--- src/rtl/secuenciador_sumador16.sv ---
// Multi-cycle add/sub/clear controller that drives a shared registered 4-bit adder
// one nibble at a time, LSB first, with the carry chained between nibbles.
module secuenciador_sumador16 #(
    parameter int unsigned NIB = 4
) (
    input  logic             CLK,
    input  logic             RESET,
    input  logic             START,
    input  logic [1:0]       OP,
    input  logic [4*NIB-1:0] X,
    input  logic [4*NIB-1:0] Y,
    output logic             BUSY,
    output logic             DONE,
    output logic [4*NIB-1:0] R,
    output logic             COUT,
    output logic             OVF,
    output logic             ADD_ENB,
    output logic [1:0]       ADD_MODO,
    output logic             ADD_RCI,
    output logic [3:0]       ADD_A,
    output logic [3:0]       ADD_B,
    input  logic [3:0]       ADD_Q,
    input  logic             ADD_RCO
);

    localparam int unsigned W  = 4 * NIB;
    localparam int unsigned IW = (NIB > 1) ? $clog2(NIB) : 1;

    typedef enum logic [2:0] {
        IDLE,
        RUN,
        CAP,
        CLR,
        FIN
    } state_t;

    state_t          state_q, state_d;
    logic [IW-1:0]   idx_q, idx_d;
    logic            c_q, c_d;
    logic [W-1:0]    xs_q, xs_d;
    logic [W-1:0]    ys_q, ys_d;
    logic [W-1:0]    s_q, s_d;
    logic [W-1:0]    r_q, r_d;
    logic            cout_q, cout_d;
    logic            ovf_q, ovf_d;
    logic [IW+1:0]   base;

    assign base = {idx_q, 2'b00};

    always_ff @(posedge CLK or posedge RESET) begin
        if (RESET) begin
            state_q <= IDLE;
            idx_q   <= '0;
            c_q     <= 1'b0;
            xs_q    <= '0;
            ys_q    <= '0;
            s_q     <= '0;
            r_q     <= '0;
            cout_q  <= 1'b0;
            ovf_q   <= 1'b0;
        end else begin
            state_q <= state_d;
            idx_q   <= idx_d;
            c_q     <= c_d;
            xs_q    <= xs_d;
            ys_q    <= ys_d;
            s_q     <= s_d;
            r_q     <= r_d;
            cout_q  <= cout_d;
            ovf_q   <= ovf_d;
        end
    end

    always_comb begin
        state_d  = state_q;
        idx_d    = idx_q;
        c_d      = c_q;
        xs_d     = xs_q;
        ys_d     = ys_q;
        s_d      = s_q;
        r_d      = r_q;
        cout_d   = cout_q;
        ovf_d    = ovf_q;
        ADD_ENB  = 1'b0;
        ADD_MODO = 2'b00;
        ADD_RCI  = 1'b0;
        ADD_A    = 4'h0;
        ADD_B    = 4'h0;

        case (state_q)
            IDLE: begin
                if (START) begin
                    // Subtraction runs as X + ~Y + 1: the +1 enters as the first carry-in.
                    xs_d  = X;
                    ys_d  = OP[0] ? ~Y : Y;
                    idx_d = '0;
                    c_d   = OP[0];
                    case (OP)
                        2'b00, 2'b01: state_d = RUN;
                        2'b10:        state_d = CLR;
                        default:      state_d = FIN;
                    endcase
                end
            end
            RUN: begin
                ADD_ENB  = 1'b1;
                ADD_MODO = 2'b01;
                ADD_A    = xs_q[base +: 4];
                ADD_B    = ys_q[base +: 4];
                ADD_RCI  = c_q;
                state_d  = CAP;
            end
            CAP: begin
                s_d[base +: 4] = ADD_Q;
                c_d            = ADD_RCO;
                if (idx_q == IW'(NIB - 1)) begin
                    // Results are loaded on the edge entering FIN so they are valid with DONE.
                    r_d     = s_d;
                    cout_d  = ADD_RCO;
                    ovf_d   = (xs_q[W-1] == ys_q[W-1]) && (s_d[W-1] != xs_q[W-1]);
                    state_d = FIN;
                end else begin
                    idx_d   = idx_q + 1'b1;
                    state_d = RUN;
                end
            end
            CLR: begin
                ADD_ENB  = 1'b1;
                ADD_MODO = 2'b11;
                s_d      = '0;
                c_d      = 1'b0;
                r_d      = '0;
                cout_d   = 1'b0;
                ovf_d    = 1'b0;
                state_d  = FIN;
            end
            FIN: begin
                state_d = IDLE;
            end
            default: begin
                state_d = IDLE;
            end
        endcase
    end

    assign BUSY = (state_q != IDLE);
    assign DONE = (state_q == FIN);
    assign R    = r_q;
    assign COUT = cout_q;
    assign OVF  = ovf_q;

endmodule

--- config.mk ---
export PLATFORM = sky130hd
export DESIGN_NAME = secuenciador_sumador16
export DESIGN_NICKNAME = d
export VERILOG_FILES = /design/src/rtl/secuenciador_sumador16.sv
export SDC_FILE = /design/constraint.sdc
export NUM_CORES = 1
export LEC_CHECK = 0
export ABC_AREA = 0
export CORE_ASPECT_RATIO = 0.75
export CORE_UTILIZATION = 35
export DETAILED_ROUTE_END_ITERATION = 8
export PLACE_DENSITY = 0.68
export SLEW_MARGIN = 10
export SYNTH_ARGS = -nofsm -noshare
export SYNTH_HDL_FRONTEND = slang
export SYNTH_SLANG_ARGS = --single-unit
--- constraint.sdc ---
create_clock -name CLK -period 2.91 [get_ports CLK]
set_input_delay 0.7275 -clock CLK [delete_from_list [all_inputs] [get_ports CLK]]
set_output_delay 0.7275 -clock CLK [all_outputs]
set_load 0.01 [all_outputs]
==> run summary, run 1 <==
run metrics: Max Freq between 0.3 and 0.4 GHz, largest net degree at the start of global routing 34, pre-CTS setup slack about 0.4 ns, RSZ-0062 raised after global routing false, Die Area about 11000 µm², placed instance area 4526 µm², TritonCTS buffer count 9, DR top layer met4, logic area between 1500 and 2000 µm², Mux cell area share between 10 and 15%, met1 GRT Util approximately a quarter, IO Count around 74, CTS clk-pin slew, worst paths 0.06 ns, met3 WL post-DR around 450 µm, post-cts sizing count 0, clk root buf clkbuf_16, flops out of synthesis 72, Cells after DPL about 520, Hold WC Path Type flip-flop to flip-flop, hold slack approximately 0.48 ns, mean cell area of the mapped netlist about 11 µm², post-route ant nets 0, Slew headroom 26.70%, leak pwr 1.945 nW, Seq group 0.00175 W, Tool Warnings 31, Worst Setup SP idx_q[0], CTS hold repair buffers 0, grt ovf 0, post-CTS setup buffers 0, cell depth of the worst setup path 4, inverters 6, Logic Gate Count 226, slowest CP cell mux4_2, CTS sink cnt between 70 and 80, clock skew 0.003892 ns, AO/OA Area Share roughly 15%, Critical Path Max Stage Delay 0.50 ns, Comb group 0.00221 W, Simple Share, Synth 14.63%, number of synthesized flops with an enable pin 0, Hold Path Cell Cnt 2, Cells after Synth about 330, biggest area cells dfrtp_1, mux2_2, mux4_2, switching pwr approximately 0.0018 W, Clock Path Buffers 2, fraction of registers with async set/reset 100.0%, ClkCell Share under 10%, Hold Vio Cnt, Final 0, flop share of the area between 30 and 40%, max-slew violations 0, logic share of the area around a third, non-filler cells, final ~540, crit end category primary output, register area between 1500 and 2000 µm², power after layout just over 0.005 W, number of distinct library cells after synthesis ~50, mapped cell area 3661 µm², GRT busiest layer met1, antenna violations before repair 0, crit path launch type flip-flop, Max IR drop VDD 0.0004425 V, post-layout util between 40% and 50%, layout cells sized above 1 14.95%, GPL Wtd Cong around 0.79, Commonest flop dfrtp_1, area reported by Yosys stat 3661 µm², met2 WL between 3000 and 4000 µm, CTS HTree Levels 3, Leading cell kind sequential cells, max-capacitance violation count 0, adder share between 2 and 2.5%, worst endpoint required time about 2.2 ns, syn_nets roughly 380, num rows 31, Comb pwr share 42.5%, cell taking the most area after synthesis dfrtp_1, DRT Pass-1 Iters 4, Sw Share 34.16%, xor+xnor area frac approximately 3.8%, Max-area cell share between 40 and 50%, Worst R2R End R[1], PortBufs 73, detailed-route via count 2843, Setup WS post-layout between 0.08 and 0.09 ns, crit path cell chain buf_4 > mux4_2 > and3_1 > clkdlybuf4s50_1, DP HPWL 6454 µm, most frequent logic cell in the layout clkdlybuf4s50_1, sequential share of power between 30% and 40%, final setup vio count 0, internal power roughly 0.0034 W, status completed, setup_tns 0 ns, Filler Cell Count 883, Crit Path Class flip-flop to primary output, met1 WL 4486 µm, worst slew pin tran 1.100 ns, hold_sp s_q[7], flop count 72, Arr. time, crit path about 2.1 ns, core area just under 10000 µm², Top logic family AND-OR/OR-AND gates, Critical Path End ADD_A[1], Seq share, synth 49.21%, Pwr top combinational cells, Clock buffer cells 10, FP Core Util a little under two fifths, vias in the first global route 2828, yosys cell count between 300 and 400, fin crit period around 2.8 ns, count leader, synth dfrtp_1
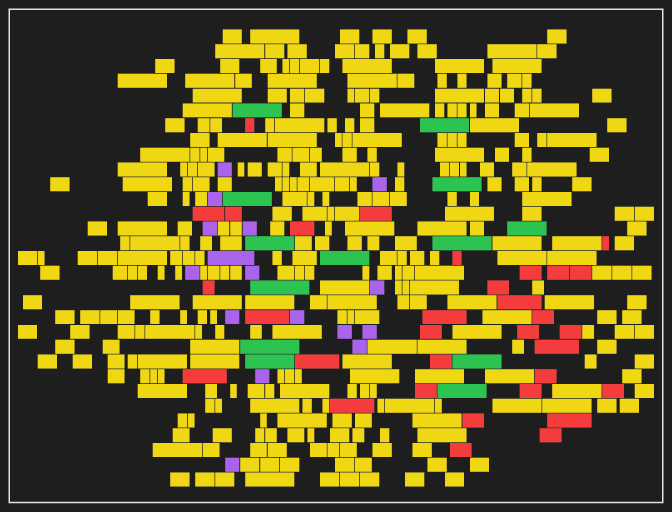
*Cells by drive strength, run 1*
- _6 and larger: green (cells 13; share 3.2%; most used clkbuf_16)
- _3 and _4 cells: purple (cells 16; share 3.9%; most used buf_4)
- _2 cells: red (cells 32; share 7.8%; most used mux2_2)
- _0 and _1 cells: yellow (cells 347; share 85%; most used clkdlybuf4s50_1)
nonclk buf count: 88
Syn-to-layout area delta: 32.81%
cell area after layout: 4862 µm²

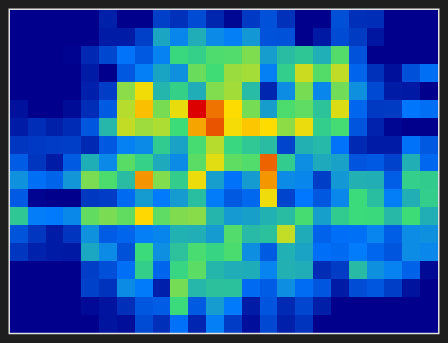
*Wiring heat map, run 1*
The die is cut into 24 by 18 equal tiles; dark blue is low, red is high, scaled to the fullest tile. Values are wire area over tile area, all layers added.
- fullest tile: 0.49
- tiles over half the peak: 16%
- mean over tiles: 0.13
- emptiest ninth of the die: top left
- densest ninth of the die: middle
drt wl/cell: 16.66 µm
All-Layer GR Usage: 17.17%
drt total wl: 8996 µm

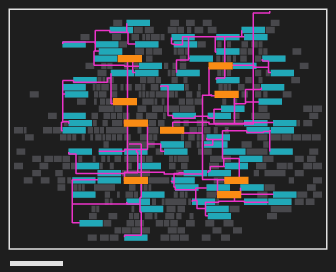
*Clock network drawn from the DEF, run 1*
Scale bar: 20 µm.
- flip-flops: cyan (count 72)
- clock drivers: orange (count 9)
- clock wires: magenta (length 935 µm)
- routed clock nets: 10
Clock power frac: 23.9%
Late-Pin Clk Latency: 0.33 ns
clk pwr: 0.00124 W

==> run 1 -> run 2 <==
--- a/config.mk
+++ b/config.mk
@@ -9,7 +9,7 @@
 export CORE_ASPECT_RATIO = 0.75
 export CORE_UTILIZATION = 35
 export DETAILED_ROUTE_END_ITERATION = 8
-export PLACE_DENSITY = 0.68
+export PLACE_DENSITY_LB_ADDON = 0.2
 export SLEW_MARGIN = 10
 export SYNTH_ARGS = -nofsm -noshare
 export SYNTH_HDL_FRONTEND = slang
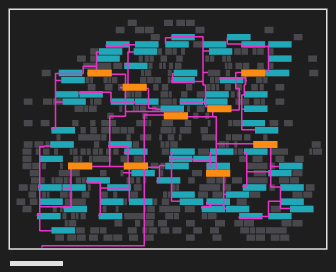
*Clock network drawn from the DEF, run 2*
Scale bar: 20 µm.
- clock drivers: orange (count 9)
- clock wires: magenta (length 910 µm)
- flip-flops: cyan (count 72)
- flops lie: widely spread
- routed clock nets: 10
Clock power frac: 21.6%
Late-Pin Clk Latency: 0.32 ns

==> run 2 against run 1 <==
Synthesized cell count unchanged. Area after synthesis unchanged. Flip-flop count did not move. Sequential power about the same. First-iteration DRC count fell by 28%. Utilization decreased by 0.42 points. Critical endpoint is now ADD_B[0].
==> run summary, run 2 <==
run metrics: area reported by Yosys stat between 3000 and 4000 µm², clk pwr 0.00109 W, Filler Cell Count 910, Chip Width between 100 and 150 µm, worst reg2reg startpoint idx_q[1], Max Freq approximately 0.36 GHz, crit end category primary output, DP HPWL between 6000 and 7000 µm, met1 WL between 4000 and 5000 µm, CTS clk-pin slew, worst paths around 0.050 ns, Syn-to-layout area delta 31.68%, Commonest flop dfrtp_1, clock skew between 0.004 and 0.005 ns, Via-to-Cell Ratio between 5 and 6, Hold WC Path Type flip-flop to flip-flop, sequential share of power about a third, GPL Wtd Cong about 0.78, post-cts sizing count 0, DR top layer met4, Hold Vio Cnt, Final 0, DRC Markers 0, DRT Pass-1 Iters 5, CTS tree built, nonclk buf count about 85, met1 GRT Util ~25%, FP Core Util roughly 37%, Setup WS post-layout 0.1385 ns, Clock Path Buffers 2, post-CTS setup buffers 0, crit path launch type flip-flop, logic share of the area 34.86%, worst endpoint required time between 2 and 2.5 ns, met2 Use GR between 20% and 30%, flops out of synthesis ~72, GRT busiest layer met1, layout cells sized above 1 roughly 14%, buffering overhead between 10% and 20%, hold_sp s_q[7], slowest CP cell mux4_2, pre-CTS setup slack approximately 0.40 ns, Hold Path Cell Cnt 2, All-Layer GR Usage about 17%, Simple Share, Synth 14.63%, die height 90.57 µm, crit path cell chain buf_6 > mux4_2 > and3_1 > clkdlybuf4s50_1, Arr. time, crit path between 2 and 2.5 ns, status completed, max-slew violations 0, Crit Path Class flip-flop to primary output, cell depth of the worst setup path 4, hold path endpoint s_q[7], Cells after Synth roughly 330, part of the cycle the worst path needs roughly 95%, Logic Gate Count approximately 230, Comb pwr share between 40% and 50%, number of synthesized flops with an enable pin 0, placed instance area 4516 µm², Cells after DPL around 520, CTS sink cnt about 72, count leader, synth dfrtp_1, Max-area cell share 49.21%, Comb group 0.00220 W, met3 WL post-DR about 450 µm, Leading cell kind sequential cells, detailed-route via count roughly 2800, Tool Warnings 31, Pwr top combinational cells, post-route ant nets 0, Top logic family AND-OR/OR-AND gates, Slew headroom 49.51%, yosys warns 0, vias in the first global route 2886, r2r setup slk between 0.8 and 0.9 ns, Worst Setup SP idx_q[0], hold slack between 0.4 and 0.5 ns, cell area after layout 4821 µm², adder share just over 2%, Max IR drop VDD about 0.00044 V, most frequent logic cell in the layout clkdlybuf4s50_1, ClkCell Share under 10%, core area ~10000 µm², num rows 31, internal power between 0.003 and 0.004 W, fraction of registers with async set/reset 100.0%, grt ovf 0, most common library cells after synthesis dfrtp_1, o21ai_0, nor2_1, biggest area cells dfrtp_1, mux2_2, mux4_2, drt wl/cell 15.99 µm, Critical Path Max Stage Delay 0.50 ns, mapped cell area 3661 µm², non-filler cells, final around 540, CTS hold repair buffers 0, first-pass GRT wire length 14510 µm, yosys cell count 332, final setup vio count 0, DR iter-0 viols between 100 and 150, PortBufs between 70 and 80, Nets around 450, Mux cell area share between 10% and 20%, antenna violations before repair 0, clk root buf clkbuf_16, cell taking the most area after synthesis dfrtp_1, TritonCTS buffer count 9, xor+xnor area frac about 3.8%, flop count approximately 70, # diodes 0, met3 track utilization from global routing roughly 4.6%, leak pwr between 1.5 and 2 nW, switching pwr 0.001732 W, Top Layout Cells clkdlybuf4s50_1, dfrtp_1, o21ai_0, P per Cell Area between 1000 and 1500 nW/µm², Worst R2R End R[3], worst slew pin tran about 0.75 ns, fin crit period about 2.8 ns, CTS HTree Levels 3, syn_nets about 380, mean cell area of the mapped netlist about 11 µm², met2 WL 3810 µm, Critical Path End ADD_B[0], number of distinct library cells after synthesis 49, max-capacitance violation count 0, largest net degree at the start of global routing about 50, Seq share, synth about half, crit-path leading delay family buffers and inverters, Worst Reg-to-Reg Cells 5, Clock buffer cells 13, setup_tns 0 ns, Sw Share 34.36%, IO Count roughly 74, drt total wl 8584 µm, inverters 6, critical path fanouts, max 8, logic area approximately 1700 µm², RSZ-0062 raised after global routing false, AO/OA Area Share between 10% and 20%, Die Area 10880 µm², power after layout 0.005039 W
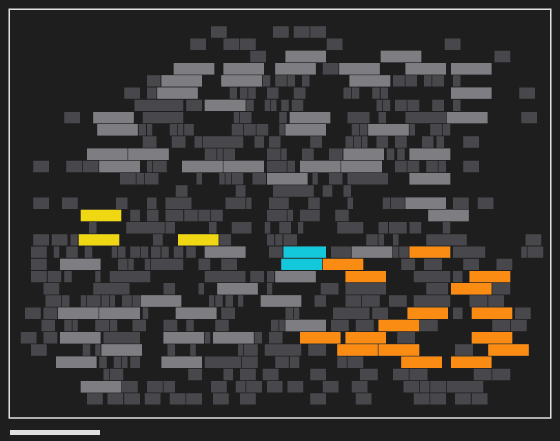
*Sequential cells colored by netlist name, run 2*
Scale bar: 20 µm.
- idx_q: cyan (flops 2)
- state_q: yellow (flops 3)
- xs_q: orange (flops 16; where bottom right)
- not colored: 51
flop share of the area: 37.40%
Seq group: 0.00175 W
register area: 1803 µm²
post-layout util: 48.74%

==> run 2 -> run 3 <==
--- a/config.mk
+++ b/config.mk
@@ -9,7 +9,9 @@
 export CORE_ASPECT_RATIO = 0.75
 export CORE_UTILIZATION = 35
 export DETAILED_ROUTE_END_ITERATION = 8
+export GPL_TIMING_DRIVEN = 0
 export PLACE_DENSITY_LB_ADDON = 0.2
+export SKIP_LAST_GASP = 1
 export SLEW_MARGIN = 10
 export SYNTH_ARGS = -nofsm -noshare
 export SYNTH_HDL_FRONTEND = slang
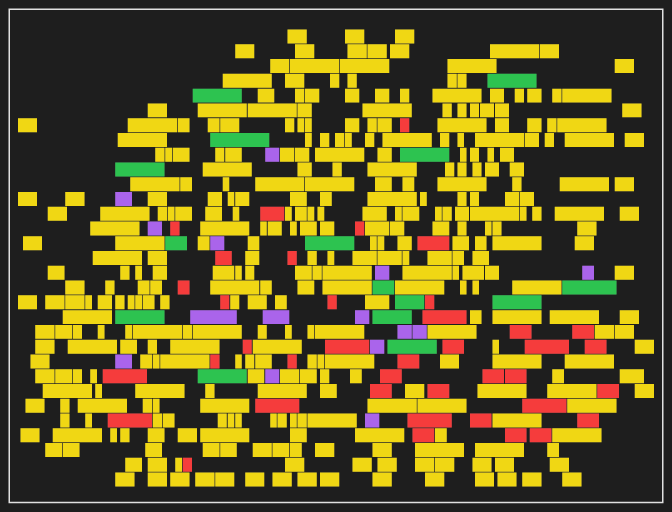
*Cells by drive strength, run 3*
- _0 and _1 cells: yellow (cells 354; share 84%; most used dfrtp_1)
- _2 cells: red (cells 39; share 9.2%; most used mux2_2)
- _3 and _4 cells: purple (cells 15; share 3.5%; most used buf_4)
- _6 and larger: green (cells 15; share 3.5%; most used clkbuf_16)
Syn-to-layout area delta: 34.31%
nonclk buf count: 103
cell area after layout: 4917 µm²
Setup WS post-layout: 0.08026 ns

==> run 3 against run 2 <==
Worst hold slack improved by 0.0090 ns. Sequential share of layout area decreased by 0.76 points. Area after synthesis stayed put. Utilization increased by 0.97 points. Non-clock buffer count increased by 18. Global-route usage grew 1.5 points. Setup slack worse by 0.058 ns. Combinational power up 9.5%. Sequential power is 3% lower. Largest power group unchanged. Critical path depth is 1 higher.
==> run summary, run 3 <==
run metrics: IO Count roughly 74, Arr. time, crit path ~2.1 ns, DRT Pass-1 Iters 4, Max Freq 0.3534 GHz, final setup vio count 0, status completed, PortBufs about 70, internal power 0.003333 W, yosys cell count approximately 330, crit path cell chain buf_6 > buf_8 > mux4_2 > and3_1 > clkdlybuf4s50_1, crit end category primary output, Clock Path Buffers 2, crit-path leading delay family buffers and inverters, met2 WL 4221 µm, sequential share of power approximately 33%, biggest area cells dfrtp_1, mux2_2, mux4_2, CTS hold repair buffers 0, drt wl/cell 17.06 µm, register area approximately 1800 µm², # Taps ~130, Nets approximately 470, syn_nets ~380, met3 track utilization from global routing under 10%, flop share of the area 36.64%, DR top layer met4, flops out of synthesis around 72, CTS tree built, GRT busiest layer met2, Hold WC Path Type flip-flop to flip-flop, Commonest flop dfrtp_1, clock skew 0.008397 ns, part of the cycle the worst path needs between 90 and 100%, ClkCell Share between 5 and 6%, logic share of the area 34.20%, cell depth of the worst setup path 5, # diodes 0, Seq share, synth 49.21%, met3 WL post-DR about 550 µm, CTS HTree Levels 3, Tool Warnings 31, Mux cell area share 10.12%, All-Layer GR Usage a little under a fifth, mapped cell area between 3000 and 4000 µm², flop count approximately 72, critical path fanouts, max 10, CTS sink cnt slightly above 70, Worst Reg-to-Reg Cells 6, Comb pwr share between 40% and 50%, largest net degree at the start of global routing ~45, Max IR drop VDD roughly 0.00035 V, r2r setup slk approximately 0.67 ns, Comb group around 0.0024 W, Top logic family AND-OR/OR-AND gates, Clock buffer cells 11, cell taking the most area after synthesis dfrtp_1, number of synthesized flops with an enable pin 0, CTS clk-pin slew, worst paths approximately 0.060 ns, Max-area cell share a little under 50%, grt ovf 0, TritonCTS buffer count 9, Worst Setup SP idx_q[0], Die Area 10880 µm², Filler Cell Count 920, Seq group 0.00170 W, DRC Markers 0, post-CTS setup buffers 3, most frequent logic cell in the layout dfrtp_1, worst slew pin tran between 0.6 and 0.7 ns, die height 90.57 µm, Via-to-Cell Ratio between 5 and 6, worst endpoint required time between 2 and 2.5 ns, mean cell area of the mapped netlist about 11 µm², Worst R2R End R[3], layout cells sized above 1 approximately 16%, Critical Path Max Stage Delay 0.49 ns, post-cts sizing count 7, non-filler cells, final ~560, fraction of registers with async set/reset 100.0%, Cells after DPL 537, DP HPWL roughly 6800 µm, P per Cell Area approximately 1100 nW/µm², area reported by Yosys stat between 3000 and 4000 µm², max-capacitance violation count 0, Sw Share between 30% and 40%, Leading cell kind sequential cells, max-slew violations 0, AO/OA Area Share 15.11%, Pwr top combinational cells, logic area about 1700 µm², Critical Path End ADD_A[2], xor+xnor area frac between 3 and 4%, Chip Width 120.1 µm, detailed-route via count a little under 3000, first-pass GRT wire length between 15000 and 20000 µm, num rows 31, number of distinct library cells after synthesis slightly below 50, Slew headroom 55.01%, antenna violations before repair 0, Crit path buffers/inverters 3, post-layout util 49.72%, met1 WL about 4600 µm, post-route ant nets 0, met1 GRT Util 26.95%, power after layout 0.005187 W, hold_sp s_q[2], Hold Vio Cnt, Final 0, switching pwr 0.001854 W, fin crit period 2.830 ns, Logic Gate Count about 230, met2 Use GR between 20% and 30%, Top Layout Cells dfrtp_1, clkdlybuf4s50_1, o21ai_0, vias in the first global route a little under 3000, Simple Share, Synth 14.63%, most common library cells after synthesis dfrtp_1, o21ai_0, nor2_1, inverters 6, yosys warns 0, DR iter-0 viols roughly 140, count leader, synth dfrtp_1, pre-CTS setup slack 0.1061 ns, setup_tns 0 ns, RSZ-0062 raised after global routing false, hold slack a little under 0.5 ns, FP Core Util between 30% and 40%, Crit Path Class flip-flop to primary output, hold path endpoint s_q[2], adder share ~2%, drt total wl between 9000 and 10000 µm, crit path launch type flip-flop, GPL Wtd Cong just under 0.8, slowest CP cell mux4_2, worst reg2reg startpoint idx_q[1], clk pwr ~0.0011 W, Hold Path Cell Cnt 2, Cells after Synth 332, placed instance area between 4000 and 5000 µm², core area a little under 10000 µm²
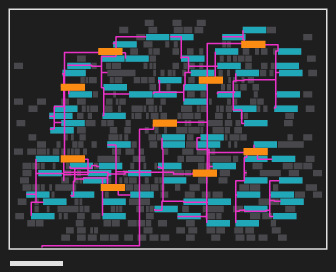
*Clock network drawn from the DEF, run 3*
Scale bar: 20 µm.
- flip-flops: cyan (count 72)
- clock wires: magenta (length 937 µm)
- clock drivers: orange (count 9)
- flops lie: widely spread
- routed clock nets: 10
Clock power frac: 20.6%
Late-Pin Clk Latency: 0.34 ns

No activity file was given, so power comes from the tool's default toggle rates.
